==> config.mk <==
export PLATFORM = sky130hd
export DESIGN_NAME = mc_ctrl_fsm
export DESIGN_NICKNAME = d
export VERILOG_FILES = /design/src/rtl/mc_ctrl_fsm.sv
export SDC_FILE = /design/constraint.sdc
export NUM_CORES = 1
export LEC_CHECK = 0
export CORE_AREA = 2 2 99 101
export DETAILED_ROUTE_END_ITERATION = 8
export DIE_AREA = 0 0 101 103
export GPL_TIMING_DRIVEN = 1
export SLEW_MARGIN = 20
export SYNTH_ARGS = -nofsm -noshare
export SYNTH_HDL_FRONTEND = slang
export SYNTH_SLANG_ARGS = --single-unit
==> constraint.sdc <==
create_clock -name clk -period 8.3 [get_ports clk]
set_input_delay 1.66 -clock clk [delete_from_list [all_inputs] [get_ports clk]]
set_output_delay 1.66 -clock clk [all_outputs]
set_load 0.005 [all_outputs]
Fig. 1: metal layers overlaid
Only two layers are drawn.
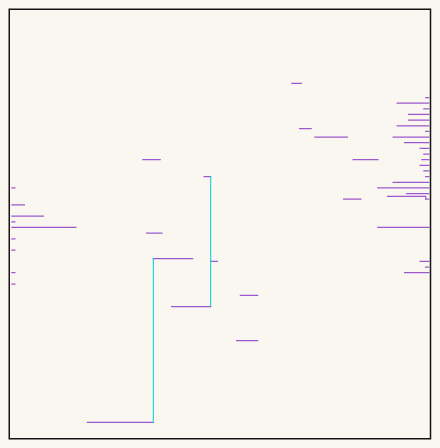
Key: cyan = M4 [wire length 70.7 um]; purple = M3 [wire length 216 um]
sum of routed wire length over all layers: 8140 um
overall fraction of global-route tracks in use: 0.159
post-detailed-route wirelength per cell: 14.2 um
total via count in the routed design: 3088

Fig. 2: clock distribution
Bar = 20 um.
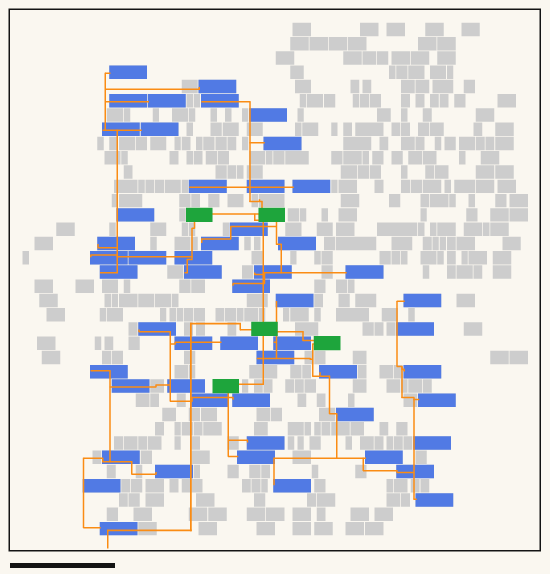
Key: orange = clock wires [length 634 um]; blue = flip-flops [count 53]; green = clock-net drivers [count 5]
There are 6 routed clock nets.
Clk pwr share: 0.320
worst clock skew: 0.00571 ns

Fig. 3: floorplan with the power grid
Pins as bars on the die edge.
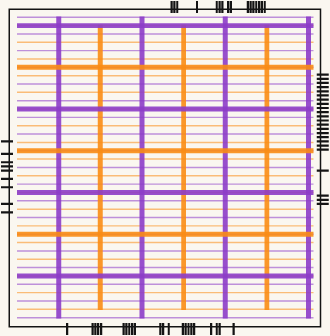
Key: orange = VDD; purple = VSS
7 straps on met5. 7 straps on met4. The core has 36 rows.
placeable core region: 9460 um2
overall die width: 101 um
overall die height: 103 um

Fig. 4: clock routing
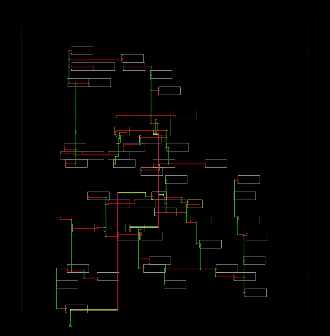
TritonCTS Buffers: 5
clock latency reported for the late side of the worst-skew pair: 0.30 ns
final sequential cell count: 53
Sinks on Clock Net: 53
Clock buffer cells: 7

==> results_tabular.tex <==
% Implementation results table
\begin{tabular}{lr}
\hline
Metric & Value \\
\hline
\multicolumn{2}{l}{\textbf{Floorplanning}} \\
Top-Level Pins & 70 \\
Core utilization at floorplan & 0.335 \\
Count of standard-cell rows & 36 \\
Die Size & 10400 um2 \\
\multicolumn{2}{l}{\textbf{Layout}} \\
Flip-flop and latch area & 1060 um2 \\
MI comb area & between 1500 and 2000 um2 \\
Share of final-layout standard cells stronger than drive strength 1 & 0.0522 \\
Final instance count without filler cells & about 570 \\
Final design instance area without fill & approximately 4000 um2 \\
Area growth from synthesis to layout & 26.1\% \\
Number of inserted diodes & 0 \\
Number of flip-flops in the largest register & 32 \\
Commonest non-fill, non-tap cell in the layout & sky130\_fd\_sc\_hd\_\_clkdlybuf4s50\_1 \\
Fill cell count & 984 \\
\multicolumn{2}{l}{\textbf{Synth}} \\
Asr flop ratio synth & 0 \\
Yosys stat cell total & 406 \\
Post-Syn Area per Cell & 7.79 um2 \\
Synth top area share & 0.335 \\
Number of warning messages in the yosys log & 0 \\
Number of distinct library cell variants in the gate-level netlist after synthesis & between 60 and 70 \\
Post-synth tally of flip-flops with integrated enable & 0 \\
Flop and latch count out of synthesis & between 50 and 60 \\
Yosys stat area & 3160 um2 \\
\multicolumn{2}{l}{\textbf{Critical path}} \\
Cells on worst reg2reg path & 7 \\
Worst R2R Setup Slack & 4.63 ns \\
Worst path depth & 6 \\
Req. time, crit path & 6.64 ns \\
\multicolumn{2}{l}{\textbf{Route}} \\
Routed via count divided by cell count & 5.38 \\
Post-route antenna net violation count & 0 \\
\multicolumn{2}{l}{\textbf{Pwr}} \\
Post-layout power & around 450 uW \\
Sw frac & 0.237 \\
Internal Pwr Total & 345 uW \\
Power consumed by combinational cells & between 40 and 50 uW \\
P per Cell Area & 113 nW/um2 \\
Seq pwr share & 0.578 \\
\multicolumn{2}{l}{\textbf{Place}} \\
Number of I/O port buffers & 68 \\
Area post-placement & 3890 um2 \\
Placed insts & 566 \\
\multicolumn{2}{l}{\textbf{STA}} \\
Number of endpoints failing setup at the final stage & 0 \\
Max-slew violation total from the final report & 0 \\
Part of the cycle the worst path needs & 0.652 \\
Worst setup slack after layout & 2.89 ns \\
Final sum of negative setup slack & 0 ns \\
Tightest Pin Transition & about 0.84 ns \\
Final Hold Viols & 0 \\
RSZ-0062 raised after global routing & no \\
Final critical delay including setup and external delays & 5.41 ns \\
Max Clk Rate & about 180 MHz \\
\multicolumn{2}{l}{\textbf{Global route}} \\
Initial antenna violation count & 0 \\
Number of global-route vias before repair & about 2800 \\
Maximum number of pins on one net before global-route repair & around 40 \\
Remaining global-route overflow & 0 \\
\multicolumn{2}{l}{\textbf{Min path}} \\
Number of cells on the worst hold path & 1 \\
Class of the tightest hold or removal check & reg2reg \\
\multicolumn{2}{l}{\textbf{Run}} \\
Number of warnings in the stage logs & 27 \\
MaxCap Viol Count & 0 \\
\multicolumn{2}{l}{\textbf{CTS}} \\
H-tree level count & 2 \\
Post\_cts resized & 0 \\
Count of hold buffers inserted by post-cts repair & 0 \\
\multicolumn{2}{l}{\textbf{Status}} \\
Status & complete, no violations \\
\hline
\end{tabular}
==> cell type report <==
type                       count  share of cell area
inverter                      13              0.0122
timing repair buffer          70               0.175
multi-input combinational    317               0.489
tap                          114              0.0357
clock buffer                   7              0.0216
sequential                    53               0.266
==> routing by layer <==
layer  part of all wire  track usage  routed length [um]
met1               0.50        0.220                4100
met2               0.46        0.264                3740
met3              0.026       0.0237                 215
met4             0.0086       0.0343                  70
met5                  0            0                   0
==> cell families after synthesis <==
group	after synthesis	synth area share
simple gates	201	0.350
compound gates	87	0.182
flops	53	0.335
buf+inv	36	0.0474
xor+xnor	19	0.0526
mux	6	0.0198
fa+ha+maj	3	0.0119
other cells	1	0.00119
No activity file was given, so power comes from the tool's default toggle rates.
